[src/rtl/acc_prd_sequencer.sv]
// Offload predecode sequencer: one core port fanned out to NumAcc predecoders,
// lowest-index winner selection and per-accelerator in-flight credit limiting.
module acc_prd_sequencer #(
  parameter int NumAcc         = 4,
  parameter int MaxOutstanding = 4,
  parameter int NumRs          = 3,
  parameter int WbWidth        = 1
) (
  input  logic                      clk_i,
  input  logic                      rst_i,
  input  logic                      q_valid_i,
  output logic                      q_ready_o,
  input  logic [31:0]               q_instr_data_i,
  output logic                      p_valid_o,
  input  logic                      p_ready_i,
  output logic                      p_accept_o,
  output logic [WbWidth-1:0]        p_writeback_o,
  output logic [NumRs-1:0]          p_use_rs_o,
  output logic [NumAcc-1:0]         p_acc_sel_o,
  output logic                      p_conflict_o,
  output logic [31:0]               prd_instr_o,
  input  logic [NumAcc-1:0]         prd_accept_i,
  input  logic [NumAcc*WbWidth-1:0] prd_writeback_i,
  input  logic [NumAcc*NumRs-1:0]   prd_use_rs_i,
  input  logic [NumAcc-1:0]         acc_retire_i
);

  localparam int CW = $clog2(MaxOutstanding + 1);
  localparam int IW = (NumAcc > 1) ? $clog2(NumAcc) : 1;
  localparam logic [CW-1:0] MaxCnt = CW'(MaxOutstanding);

  typedef enum logic [1:0] {
    IDLE,
    EVAL,
    STALL,
    RESP
  } state_t;

  state_t              state;
  logic [31:0]         instr_q;
  logic [IW-1:0]       win_q;
  logic                accept_q;
  logic                conflict_q;
  logic [NumAcc-1:0]   sel_q;
  logic [WbWidth-1:0]  wb_q;
  logic [NumRs-1:0]    rs_q;
  logic [CW-1:0]       cnt [NumAcc];

  logic                hit;
  logic                multi;
  logic [IW-1:0]       win;
  logic [NumAcc-1:0]   win_oh;
  logic                eval_room;
  logic                stall_go;
  logic [NumAcc-1:0]   inc;

  // Lowest accepting index wins; any second accept flags a conflict.
  always_comb begin
    hit   = 1'b0;
    multi = 1'b0;
    win   = '0;
    for (int i = 0; i < NumAcc; i++) begin
      if (prd_accept_i[i]) begin
        if (hit) multi = 1'b1;
        else     win   = IW'(i);
        hit = 1'b1;
      end
    end
  end

  assign win_oh    = NumAcc'(1) << win;
  assign eval_room = cnt[win] < MaxCnt;
  assign stall_go  = (cnt[win_q] < MaxCnt) || acc_retire_i[win_q];

  always_comb begin
    inc = '0;
    if (state == EVAL && hit && eval_room) inc[win] = 1'b1;
    if (state == STALL && stall_go) inc[win_q] = 1'b1;
  end

  always_ff @(posedge clk_i) begin
    if (rst_i) begin
      state      <= IDLE;
      instr_q    <= '0;
      win_q      <= '0;
      accept_q   <= 1'b0;
      conflict_q <= 1'b0;
      sel_q      <= '0;
      wb_q       <= '0;
      rs_q       <= '0;
    end else begin
      unique case (state)
        IDLE: begin
          if (q_valid_i) begin
            instr_q <= q_instr_data_i;
            state   <= EVAL;
          end
        end
        EVAL: begin
          win_q      <= win;
          accept_q   <= hit;
          conflict_q <= multi;
          sel_q      <= hit ? win_oh : '0;
          wb_q       <= hit ? prd_writeback_i[int'(win)*WbWidth +: WbWidth] : '0;
          rs_q       <= hit ? prd_use_rs_i[int'(win)*NumRs +: NumRs] : '0;
          state      <= (hit && !eval_room) ? STALL : RESP;
        end
        STALL: begin
          if (stall_go) state <= RESP;
        end
        RESP: begin
          if (p_ready_i) state <= IDLE;
        end
        default: state <= IDLE;
      endcase
    end
  end

  // Retire on an empty counter is dropped; inc with retire cancels out.
  always_ff @(posedge clk_i) begin
    if (rst_i) begin
      for (int i = 0; i < NumAcc; i++) cnt[i] <= '0;
    end else begin
      for (int i = 0; i < NumAcc; i++) begin
        if (inc[i] && !acc_retire_i[i])
          cnt[i] <= cnt[i] + CW'(1);
        else if (!inc[i] && acc_retire_i[i] && cnt[i] != '0)
          cnt[i] <= cnt[i] - CW'(1);
      end
    end
  end

  assign q_ready_o     = (state == IDLE) && !rst_i;
  assign p_valid_o     = (state == RESP) && !rst_i;
  assign p_accept_o    = accept_q;
  assign p_writeback_o = wb_q;
  assign p_use_rs_o    = rs_q;
  assign p_acc_sel_o   = sel_q;
  assign p_conflict_o  = conflict_q;
  assign prd_instr_o   = instr_q;

endmodule

[config.mk]
export PLATFORM = sky130hd
export DESIGN_NAME = acc_prd_sequencer
export DESIGN_NICKNAME = d
export VERILOG_FILES = /design/src/rtl/acc_prd_sequencer.sv
export SDC_FILE = /design/constraint.sdc
export NUM_CORES = 1
export LEC_CHECK = 0
export CORE_MARGIN = 1
export CORE_UTILIZATION = 35
export CTS_CLUSTER_DIAMETER = 120
export DETAILED_ROUTE_END_ITERATION = 8
export GPL_ROUTABILITY_DRIVEN = 0
export MAX_ROUTING_LAYER = met4
export PLACE_DENSITY = 0.76
export REMOVE_ABC_BUFFERS = 1
export SYNTH_ARGS = -nofsm -noshare
export SYNTH_HDL_FRONTEND = slang
export SYNTH_SLANG_ARGS = --single-unit
[constraint.sdc]
create_clock -name clk_i -period 4.8 [get_ports clk_i]
set_input_delay 0.72 -clock clk_i [delete_from_list [all_inputs] [get_ports clk_i]]
set_output_delay 0.72 -clock clk_i [all_outputs]
set_load 0.02 [all_outputs]
==> run_1/met1.png <==
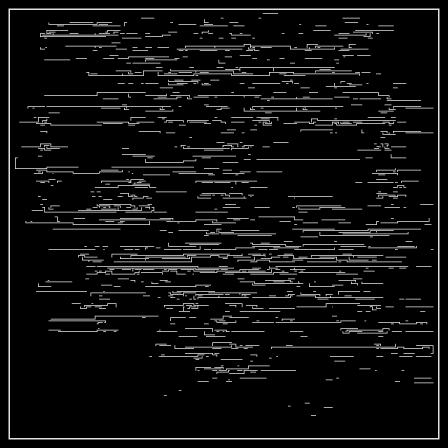
share of all routed wire = 43%
wire length on this layer = 3120 microns

==> run_1/met2.png <==
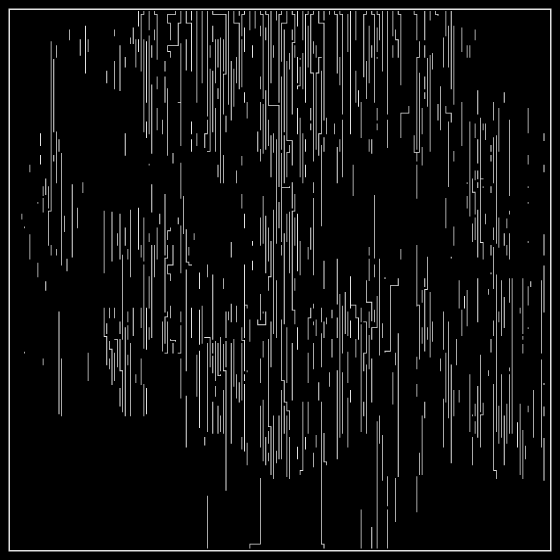
share of all routed wire = 50%
nets with wire on the layer = 420
wire length on this layer = 3610 microns
detailed-route wire length: 7290 microns
met2 layer usage reported by global route: 28.3%
DR vias: 2616

==> results.py, run 1 <==
# Physical implementation metrics
metrics = {
    "outcome": {
        "outcome": "complete, no violations",
    },
    "drt": {
        "routed_wire_length_per_instance_microns": 13.8,
        "top_layer": "met4",
        "drtPass1Iterations": 4,
        "drt_initial_violations": 96,
        "antenna_left": 0,
    },
    "clocking": {
        "cts.repair_timing.setup_buffer_count": 0,
        "cts.reportedPaths.clkPinSlew_ns": 0.07,
        "numClockSinks": 60,
        "clock_tree.htree_level_count": 3,
        "clock_tree.buffer_depth": 2,
        "clock.latency.late_pin_ns": 0.34,
        "root_buffer": "sky130_fd_sc_hd__clkbuf_8",
    },
    "final_timing": {
        "grt_setup_unrepaired": "false",
        "max_freq_ghz": 0.353,
        "timing.slew.headroom_pct": 24.7,
        "min_period_over_period_pct": 59.0,
        "worstMarginPinSlew_ns": 1.13,
        "setup_skew_after_layout_ns": 0.00864,
        "final-setup-viol-count": 0,
        "hold-worst-slack_ns": 0.452,
    },
    "place": {
        "port-buffer-count": 103,
        "place.detailed.instances": 514,
        "dpl_cell_area_sq_mm": 0.00402,
        "post-place-ws_ns": 1.63,
        "hpwl_microns": 5320,
    },
    "cells_and_area": {
        "seqCellArea_sq_mm": 0.00132,
        "non_clock_inverter_count": 17,
        "n_fill_cell": 758,
        "num-nets-final": 491,
        "combGateArea_sq_mm": 0.00147,
        "top_area_cell_class": "multi-input combinational cells",
        "area_growth_pct": 42.7,
        "diodes": 0,
        "non_clock_buffer_area_share_pct": 24.6,
        "nonClockBufferCount": 104,
        "finish.instance_area_sq_mm": 0.00420,
        "largest_reg_flops": 32,
    },
    "power": {
        "switching_share_pct": 36.8,
        "share_seq_of_total_power_pct": 37.4,
        "switchingPower_mw": 0.690,
        "power.sequential.total_mw": 0.701,
        "power.share.clock_pct": 22.8,
        "power.total_mw": 1.88,
        "comb_power_share_pct": 39.8,
        "irDropWorstVdd_mv": 0.175,
        "largestPowerGroup": "combinational cells",
    },
    "global_route": {
        "grt_start_max_net_pins": 45,
        "globalRoute.totalOverflow": 0,
        "grt.met1_usage_pct": 21.1,
        "grt_pass1_wl_microns": 11700,
    },
    "synth": {
        "ys_sh_simple_pct": 20.0,
        "yosys.area.top_type": "sky130_fd_sc_hd__dfxtp_1",
        "synth.yosys.warnings": 0,
        "edff_count_synth": 12,
        "synth_flop_type": "sky130_fd_sc_hd__dfxtp_1",
        "post_synth_fa_ha_maj_area_fraction_pct": 5.44,
        "synthMuxAreaShare_pct": 6.67,
        "synth.top_cell.area_share_pct": 32.6,
        "ys_top_logic_family": "simple AND/OR/NAND/NOR gates",
        "total_cell_area_reported_by_yosys_after_synthesis_sq_mm": 0.00295,
        "async_reset_ff_share_pct": 0,
        "ys_types": 53,
    },
    "critical_path": {
        "timing.critical_path.depth": 6,
        "crit_path_start_kind": "input pin",
        "crit_fanout": 12,
        "worst_r2r_path_depth": 7,
        "crit-reg2reg-capture": "cnt[2][1]",
        "cp_cell_sequence": "clkdlybuf4s50_1 -> or3b_4 -> nor3b_1 -> or3_2 -> fa_1 -> nor2_2",
        "cp-end-kind": "flip-flop",
        "critical_path.top_delay_family": "simple AND/OR/NAND/NOR gates",
        "criticalPathCategory": "input pin to flip-flop",
        "cp_max_delay_cell": "sky130_fd_sc_hd__clkdlybuf4s50_1",
        "cp_slowest_stage_delay_ns": 0.61,
        "critical_path.startpoint": "prd_accept_i[0]",
        "worstPathRequired_ns": 4.99,
        "cp_data_arrival_time_ns": 3.03,
        "timing.rr.start": "state[1]",
    },
    "hold_path": {
        "worst_hold_path_stage_count": 2,
        "hold_crit_class": "flip-flop to flip-flop",
    },
    "floorplanning": {
        "die_height_microns": 93.7,
        "cell_row_count": 33,
        "coreArea_sq_mm": 0.00818,
        "ios": 104,
        "die_w_microns": 93.7,
        "initial_utilization_pct": 36.0,
    },
    "run": {
        "openroad.warnings": 31,
    },
}
==> run_1/met3.png <==
Scale bar: 20 microns.
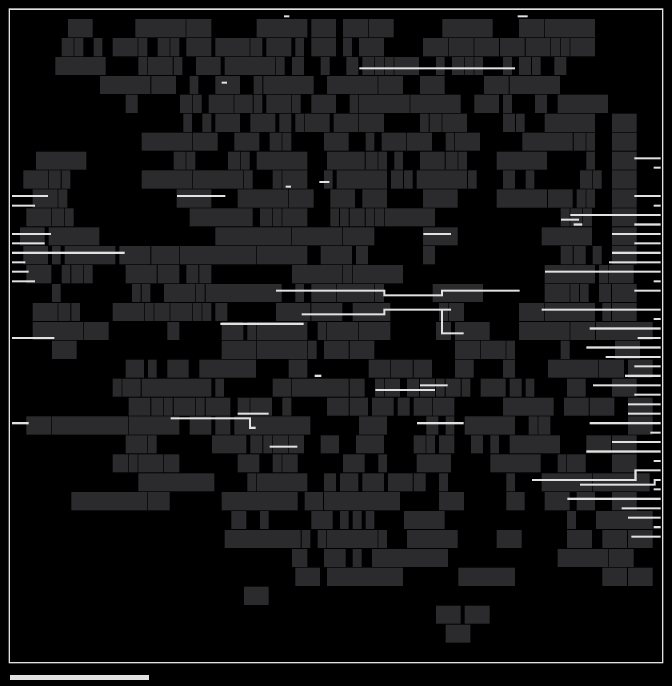
longest straight run = 22.1 microns
nets with wire on the layer = 58
wire length on this layer = 438 microns
main direction = horizontal
share of all routed wire = 6.0%

==> run_1/final_congestion.png <==
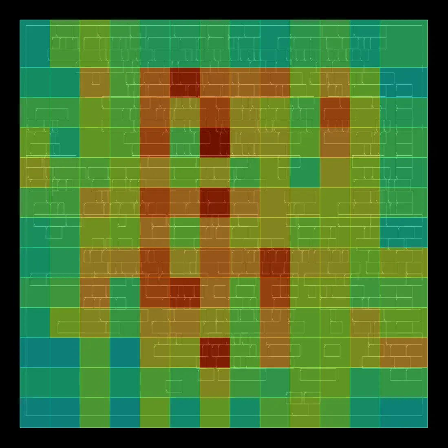

==> run 2: changes to the inputs <==
==> constraint.sdc (replaced) <==
create_clock -name clk_i -period 2.94 [get_ports clk_i]
set_input_delay 0.441 -clock clk_i [delete_from_list [all_inputs] [get_ports clk_i]]
set_output_delay 0.441 -clock clk_i [all_outputs]
set_load 0.02 [all_outputs]
==> run_2/final_congestion.png <==
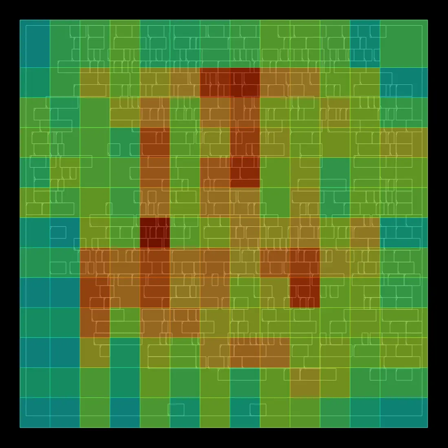
utilization after layout: 52.5%
met3 Track Usage GR: 2.99%
Global Route Usage Sum: 17.7%
met2 layer usage reported by global route: 29.7%

==> run 2 against run 1 <==
  * Total power up 68%
  * Largest cell class unchanged
  * Design area is 2.1% higher
  * Sequential power up 63%
  * Non-clock buffer count increased by 10
  * Clock skew down 0.0037 ns
  * Setup slack worse by 1.5 ns
  * Critical endpoint is now cnt[2][2]
  * Critical path type unchanged
  * First-iteration DRC count up 41%
==> results.py, run 2 <==
# Physical implementation metrics
metrics = {
    "clocking": {
        "cts.repair_timing.setup_buffer_count": 0,
        "clock.latency.late_pin_ns": 0.32,
        "tritoncts": "done",
        "clock_tree.buffer_depth": 2,
        "cts.reportedPaths.clkPinSlew_ns": 0.06,
        "root_buffer": "sky130_fd_sc_hd__clkbuf_8",
        "numClockSinks": 60,
    },
    "critical_path": {
        "critical_path.startpoint": "acc_retire_i[3]",
        "critical_path.top_delay_family": "multiplexers",
        "cp-end-kind": "flip-flop",
        "crit_fanout": 4,
        "timing.rr.start": "state[1]",
        "cp_num_buf_inv": 1,
        "timing.critical_path.depth": 7,
        "cp_max_delay_cell": "sky130_fd_sc_hd__or3_2",
        "cp_cell_sequence": "clkdlybuf4s50_1 -> mux2i_1 -> a2111oi_4 -> or3_2 -> fa_1 -> xnor2_1 -> mux2i_1",
        "crit-reg2reg-capture": "cnt[2][2]",
        "criticalPathCategory": "input pin to flip-flop",
        "worstPathRequired_ns": 3.10,
        "worst_r2r_path_depth": 8,
        "crit_path_start_kind": "input pin",
    },
    "cells_and_area": {
        "non_clock_buffer_area_share_pct": 25.8,
        "top_area_cell_class": "multi-input combinational cells",
        "seqCellArea_sq_mm": 0.00132,
        "combGateArea_sq_mm": 0.00147,
        "n_fill_cell": 736,
        "seq_area_share_pct": 30.8,
        "nonClockBufferCount": 114,
        "finish.instance_area_sq_mm": 0.00429,
        "non_clock_inverter_count": 17,
        "diodes": 0,
        "largest_reg_flops": 32,
        "num-nets-final": 501,
        "lay_top_cells": "sky130_fd_sc_hd__clkdlybuf4s50_1, sky130_fd_sc_hd__nand2_1, sky130_fd_sc_hd__dfxtp_1",
    },
    "synth": {
        "async_reset_ff_share_pct": 0,
        "synthMuxAreaShare_pct": 6.67,
        "ys_top_logic_family": "simple AND/OR/NAND/NOR gates",
        "synth_flop_type": "sky130_fd_sc_hd__dfxtp_1",
        "post_synth_fa_ha_maj_area_fraction_pct": 5.44,
        "ys_sh_simple_pct": 20.0,
        "synth.top_cell.area_share_pct": 32.6,
        "synthesis.instances": 325,
        "syn_area_sq_mm": 0.00295,
        "edff_count_synth": 12,
        "total_cell_area_reported_by_yosys_after_synthesis_sq_mm": 0.00295,
        "yosys.area.top_type": "sky130_fd_sc_hd__dfxtp_1",
        "synth.yosys.warnings": 0,
    },
    "power": {
        "power.total_mw": 3.15,
        "irDropWorstVdd_mv": 0.261,
        "comb_power_share_pct": 40.1,
        "largestPowerGroup": "combinational cells",
        "switchingPower_mw": 1.11,
        "switching_share_pct": 35.3,
        "power.sequential.total_mw": 1.14,
        "share_seq_of_total_power_pct": 36.2,
        "power.share.clock_pct": 23.7,
    },
    "drt": {
        "antenna_left": 0,
        "routed_wire_length_per_instance_microns": 13.6,
        "wl_microns": 7310,
        "routed-via-count": 2666,
        "met2RoutedLength_microns": 3580,
        "drt_initial_violations": 135,
        "drtPass1Iterations": 4,
        "top_layer": "met4",
    },
    "floorplanning": {
        "die_w_microns": 93.7,
        "coreArea_sq_mm": 0.00818,
        "die_height_microns": 93.7,
        "initial_utilization_pct": 36.0,
        "ios": 104,
        "cell_row_count": 33,
    },
    "outcome": {
        "outcome": "complete, no violations",
    },
    "run": {
        "openroad.warnings": 31,
    },
    "global_route": {
        "grt_start_max_net_pins": 47,
        "grt.met1_usage_pct": 21.0,
        "grt_pass1_wl_microns": 11700,
        "globalRoute.totalOverflow": 0,
    },
    "hold_path": {
        "worst_hold_path_stage_count": 2,
        "hold_path.startpoint": "rst_i",
        "hold_crit_class": "input pin to flip-flop",
    },
    "final_timing": {
        "hold-worst-slack_ns": 0.414,
        "max_freq_ghz": 0.397,
        "min_period_over_period_pct": 85.7,
        "setup_skew_after_layout_ns": 0.00498,
        "grt_setup_unrepaired": "false",
        "timing.slew.headroom_pct": 66.1,
        "final-setup-viol-count": 0,
        "worstMarginPinSlew_ns": 0.508,
    },
    "place": {
        "post-place-ws_ns": 0.0784,
        "hpwl_microns": 5360,
        "place.detailed.instances": 524,
        "dpl_cell_area_sq_mm": 0.00409,
    },
}
No activity file was given, so power comes from the tool's default toggle rates.
